$ cat src/rtl/csi2_rx_depacketizer.sv
// csi2_rx_depacketizer
// Receive-side CSI-2 depacketizer: parses FS/LS/FE short-packet headers and
// fixed-length RAW8 line payloads from a byte stream, checks header
// sequencing and re-emits the pixels as a RAW8 AXI-Stream with line (tlast)
// and frame (tuser) framing.
//
// Optional feature macro: CSI2_RX_STATS_EN adds saturating stat_frames and
// stat_errors counters as extra output ports.
//
// Handshake semantics (both AXI-Stream ports): a beat transfers on a rising
// clk edge where tvalid && tready are both high; a source holds tvalid and
// its payload stable until that transfer, and tvalid never waits on tready.
//
// dbg_state exposes the parser FSM state: 0 IDLE, 1 HDR, 2 NEXT, 3 PAYLOAD.
module csi2_rx_depacketizer #(
    parameter int         LINE_COUNT      = 16,
    parameter int         PAYLOAD_BYTES   = 512,
    parameter logic [1:0] VIRTUAL_CHANNEL = 2'd0
) (
    input  logic        clk,
    input  logic        rst,
    input  logic [7:0]  s_axis_tdata,
    input  logic        s_axis_tvalid,
    output logic        s_axis_tready,
    input  logic        s_axis_tlast,
    input  logic        s_axis_tuser,
    output logic [7:0]  m_axis_tdata,
    output logic        m_axis_tvalid,
    input  logic        m_axis_tready,
    output logic        m_axis_tlast,
    output logic        m_axis_tuser,
    output logic [15:0] frame_number,
    output logic        frame_active,
    output logic        frame_done,
    output logic        err_di,
    output logic        err_sync,
    output logic        err_line_seq,
    output logic        err_line_count,
    output logic        err_frame_id,
`ifdef CSI2_RX_STATS_EN
    output logic [15:0] stat_frames,
    output logic [15:0] stat_errors,
`endif
    output logic [1:0]  dbg_state
);

    localparam int BW = (PAYLOAD_BYTES > 1) ? $clog2(PAYLOAD_BYTES) : 1;
    localparam logic [BW-1:0] LAST_BYTE  = BW'(PAYLOAD_BYTES - 1);
    localparam logic [15:0]   LINES_EXP  = 16'(LINE_COUNT);
    localparam logic [7:0]    DI_FS      = {VIRTUAL_CHANNEL, 6'h00};
    localparam logic [7:0]    DI_FE      = {VIRTUAL_CHANNEL, 6'h01};
    localparam logic [7:0]    DI_LS      = {VIRTUAL_CHANNEL, 6'h02};

    typedef enum logic [1:0] {
        ST_IDLE    = 2'd0,
        ST_HDR     = 2'd1,
        ST_NEXT    = 2'd2,
        ST_PAYLOAD = 2'd3
    } state_t;

    typedef enum logic [1:0] {
        HT_FS = 2'd0,
        HT_LS = 2'd1,
        HT_FE = 2'd2
    } hdr_t;

    state_t        state, state_nx;
    hdr_t          hdr_type, start_type;
    logic [1:0]    idx;
    logic [7:0]    hdr_lo, hdr_hi;
    logic [15:0]   hdr_num;
    logic [BW-1:0] byte_cnt;
    logic [15:0]   line_cnt;
    logic          sof_pending;

    // Per-cycle action strobes produced by the next-state logic
    logic accept, is_fs, is_fe, is_ls;
    logic start_hdr, hdr_byte, fs_done, ls_done, fe_done;
    logic pix_take, line_end, drop_frame, e_di, e_sync;

    // The end-of-FE marker carries no information the header does not already give
    logic tlast_unused;
    assign tlast_unused = s_axis_tlast;

    assign accept  = s_axis_tvalid && s_axis_tready;
    assign is_fs   = (s_axis_tdata == DI_FS);
    assign is_fe   = (s_axis_tdata == DI_FE);
    assign is_ls   = (s_axis_tdata == DI_LS);
    assign hdr_num = {hdr_hi, hdr_lo};

    // FSM state register
    always_ff @(posedge clk) begin
        if (rst) state <= ST_IDLE;
        else     state <= state_nx;
    end

    // FSM next-state logic and per-byte action decode
    always_comb begin
        state_nx   = state;
        start_hdr  = 1'b0;
        start_type = HT_FS;
        hdr_byte   = 1'b0;
        fs_done    = 1'b0;
        ls_done    = 1'b0;
        fe_done    = 1'b0;
        pix_take   = 1'b0;
        line_end   = 1'b0;
        drop_frame = 1'b0;
        e_di       = 1'b0;
        e_sync     = 1'b0;
        if (accept) begin
            case (state)
                ST_IDLE: begin
                    if (s_axis_tuser && is_fs) begin
                        start_hdr = 1'b1;
                        state_nx  = ST_HDR;
                    end
                end
                ST_HDR: begin
                    if (s_axis_tuser) begin
                        // Sync marker mid-header: abort, resync if it is an FS
                        e_sync = 1'b1;
                        if (is_fs) begin
                            start_hdr = 1'b1;
                            state_nx  = ST_HDR;
                        end else begin
                            drop_frame = 1'b1;
                            state_nx   = ST_IDLE;
                        end
                    end else if (idx == 2'd3) begin
                        // ECC byte completes the header; its value is ignored
                        case (hdr_type)
                            HT_FS: begin
                                fs_done  = 1'b1;
                                state_nx = ST_NEXT;
                            end
                            HT_LS: begin
                                ls_done  = 1'b1;
                                state_nx = ST_PAYLOAD;
                            end
                            default: begin
                                fe_done  = 1'b1;
                                state_nx = ST_IDLE;
                            end
                        endcase
                    end else begin
                        hdr_byte = 1'b1;
                    end
                end
                ST_NEXT: begin
                    if (is_fs && s_axis_tuser) begin
                        start_hdr = 1'b1;
                        state_nx  = ST_HDR;
                    end else if ((is_ls || is_fe) && !s_axis_tuser) begin
                        start_hdr  = 1'b1;
                        start_type = is_ls ? HT_LS : HT_FE;
                        state_nx   = ST_HDR;
                    end else begin
                        e_di       = 1'b1;
                        drop_frame = 1'b1;
                        state_nx   = ST_IDLE;
                    end
                end
                default: begin
                    if (s_axis_tuser) begin
                        // Truncated line: the partial line never gets a tlast
                        e_sync = 1'b1;
                        if (is_fs) begin
                            start_hdr = 1'b1;
                            state_nx  = ST_HDR;
                        end else begin
                            drop_frame = 1'b1;
                            state_nx   = ST_IDLE;
                        end
                    end else begin
                        pix_take = 1'b1;
                        if (byte_cnt == LAST_BYTE) begin
                            line_end = 1'b1;
                            state_nx = ST_NEXT;
                        end
                    end
                end
            endcase
        end
    end

    // FSM outputs: input ready depends on the output register only in PAYLOAD
    always_comb begin
        dbg_state     = state;
        s_axis_tready = 1'b1;
        if (state == ST_PAYLOAD) s_axis_tready = !m_axis_tvalid || m_axis_tready;
    end

    // Header capture, frame/line bookkeeping, error pulses and pixel output register
    always_ff @(posedge clk) begin
        if (rst) begin
            hdr_type       <= HT_FS;
            idx            <= 2'd0;
            hdr_lo         <= 8'd0;
            hdr_hi         <= 8'd0;
            byte_cnt       <= '0;
            line_cnt       <= 16'd0;
            sof_pending    <= 1'b0;
            frame_number   <= 16'd0;
            frame_active   <= 1'b0;
            frame_done     <= 1'b0;
            err_di         <= 1'b0;
            err_sync       <= 1'b0;
            err_line_seq   <= 1'b0;
            err_line_count <= 1'b0;
            err_frame_id   <= 1'b0;
            m_axis_tdata   <= 8'd0;
            m_axis_tvalid  <= 1'b0;
            m_axis_tlast   <= 1'b0;
            m_axis_tuser   <= 1'b0;
        end else begin
            frame_done     <= fe_done;
            err_di         <= e_di;
            err_sync       <= e_sync;
            err_line_seq   <= ls_done && (hdr_num != line_cnt);
            err_line_count <= fe_done && (line_cnt != LINES_EXP);
            err_frame_id   <= fe_done && (hdr_num != frame_number);

            if (start_hdr) begin
                hdr_type <= start_type;
                idx      <= 2'd1;
            end else if (hdr_byte) begin
                idx <= idx + 2'd1;
                if (idx == 2'd1) hdr_lo <= s_axis_tdata;
                else             hdr_hi <= s_axis_tdata;
            end

            if (fs_done) begin
                frame_number <= hdr_num;
                line_cnt     <= 16'd0;
                frame_active <= 1'b1;
                sof_pending  <= 1'b1;
            end

            if (fe_done || drop_frame) frame_active <= 1'b0;

            if (ls_done) byte_cnt <= '0;

            if (pix_take) begin
                byte_cnt    <= byte_cnt + 1'b1;
                sof_pending <= 1'b0;
                if (line_end) line_cnt <= line_cnt + 16'd1;
            end

            if (pix_take) begin
                m_axis_tdata  <= s_axis_tdata;
                m_axis_tvalid <= 1'b1;
                m_axis_tlast  <= line_end;
                m_axis_tuser  <= sof_pending;
            end else if (m_axis_tready) begin
                m_axis_tvalid <= 1'b0;
                m_axis_tlast  <= 1'b0;
                m_axis_tuser  <= 1'b0;
            end
        end
    end

`ifdef CSI2_RX_STATS_EN
    logic any_err;
    assign any_err = err_di | err_sync | err_line_seq | err_line_count | err_frame_id;

    // Saturating frame and error-cycle statistics
    always_ff @(posedge clk) begin
        if (rst) begin
            stat_frames <= 16'd0;
            stat_errors <= 16'd0;
        end else begin
            if (frame_done && (stat_frames != 16'hFFFF)) stat_frames <= stat_frames + 16'd1;
            if (any_err && (stat_errors != 16'hFFFF))    stat_errors <= stat_errors + 16'd1;
        end
    end
`endif

endmodule
$ cat config.mk
export PLATFORM = sky130hd
export DESIGN_NAME = csi2_rx_depacketizer
export DESIGN_NICKNAME = d
export VERILOG_FILES = /design/src/rtl/csi2_rx_depacketizer.sv
export SDC_FILE = /design/constraint.sdc
export NUM_CORES = 1
export LEC_CHECK = 0
export ABC_AREA = 1
export ABC_CLOCK_PERIOD_IN_PS = 3600
export CORE_MARGIN = 2
export CORE_UTILIZATION = 60
export CTS_CLUSTER_SIZE = 24
export DETAILED_ROUTE_END_ITERATION = 8
export GPL_ROUTABILITY_DRIVEN = 0
export PLACE_DENSITY = 0.83
export SYNTH_ARGS = -nofsm -noshare
export SYNTH_HDL_FRONTEND = slang
export SYNTH_SLANG_ARGS = --single-unit
$ cat constraint.sdc
create_clock -name clk -period 3.6 [get_ports clk]
set_input_delay 0.72 -clock clk [delete_from_list [all_inputs] [get_ports clk]]
set_output_delay 0.72 -clock clk [all_outputs]
set_load 0.05 [all_outputs]
==> results.cfg <==
; yosys + openroad results
[global_route]
grt_pass1_wl_um = 18100
overflow = 0
grtUsageMet3_pct = 3.73
grt_pass1_vias = 3907
use_met2_pct = 49.5
grt_busiest_layer = met2

[pwr]
p_per_area_nw_per_um2 = 355
p_seq_share_pct = 50.4
combPwrFrac_pct = 3.6
clock_power_share_pct = 46.0

[floorplan]
dieArea_um2 = 7850
die_x_um = 88.6
tap_cells = 96
fp_util_pct = 62.5

[sta]
drv_slew = 0
fmax_mhz = 346
maxSlewHeadroom_pct = 58.5
rsz0062_at_grt = false
final.setup_skew_ns = 0.00820
timing.setup.tns_ns = 0

[setup_path]
cp_max_fo = 4
worstSetupPathType = in2out
startpoint_type = primary input
r2r_start = byte_cnt[0]
worstSetupEndpointType = primary output
critical_path_arrival_ns = 2.17

[clocking]
clock_latency_ns = 0.36
cts_tree = yes
cts_num_sinks = 82
cts_root_buf = clkbuf_8
clock_path_buffers = 2
numCtsBuffers = 9
path_clk_slew_ns = 0.08

[synthesis]
common_cells = 132 x nand2_1, 82 x dfxtp_1, 68 x nor2_1
synth.area.top_cells = dfxtp_1 38%, nand2_1 12%, nor2_1 5.9%, nand3_1 5.6%, a21oi_1 5.5%
fp_nets = 614
yosysWarningCount = 0
ys.flop_type = dfxtp_1
ys_async_sr_fraction_pct = 0

[drt]
ant_nets = 0
drt-met1-wl_um = 4760

[finish]
logic_area_um2 = 2280
n_all_buffers = 51
nonClkBufAreaFrac_pct = 9.99
clkbuf_count = 10
register_area_um2 = 1640
top_regs = frame_number (16), line_cnt (16), byte_cnt (9)
final_cell_mix = 132 x nand2_1, 82 x dfxtp_1, 68 x nor2_1
fin_area_um2 = 5060
lay_top_count = nand2_1
comb_cells = 422

[min_path]
hp-class = reg2reg

[flow_run]
cap_violations = 0

[run_status]
status = finished clean

[placement]
dp.cells = 719
## worst max-delay path, stage by stage
cell and delay (ns):
clkdlybuf4s50_1 0.47, inv_2 0.06, nand3_4 0.09, clkdlybuf4s50_1 0.82
## worst max path at each step
stage                       start             to  slack, ns  cells after the start
finish              m_axis_tready  s_axis_tready       0.71                      4
global route        m_axis_tready  s_axis_tready       0.65                      4
CTS                 m_axis_tready  s_axis_tready       0.71                      4
detailed placement  m_axis_tready  s_axis_tready       0.72                      4
global placement    m_axis_tready  s_axis_tready       0.73                      4
floorplan            dbg_state[1]      hdr_hi[0]       1.50                      9
## cells by family after synthesis
| family | share of synthesized area [%] |
|---|---|
| buf+inv | 8.60 |
| simple gates | 34.6 |
| fa+ha+maj | 2.92 |
| xor+xnor | 5.10 |
| compound gates | 10.5 |
| flops | 38.3 |
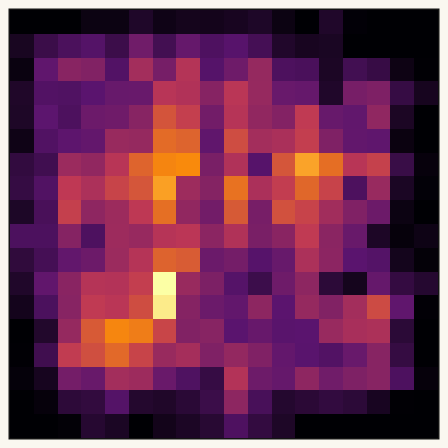
Figure 1: signal metal coverage by tile.
The die is cut into 18 by 18 equal tiles; black is low, pale yellow is high, scaled to the fullest tile. Values are wire area over tile area, all layers added.
13% of the tiles are nearly empty. The emptiest ninth of the die: top right. 14% of the tiles are over half the peak. The densest ninth of the die: middle. The mean over all tiles is 0.23. The fullest tile reaches 0.83.
via count: 4145
final WL: 11000 um
Routed WL per cell: 15.0 um
Global Route Usage Sum: 29.6%

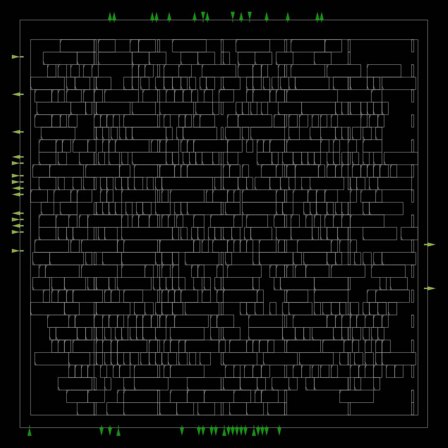
Figure 2: cell outlines without signal wires.
Filler cells: 560
final design utilization: 73.7%

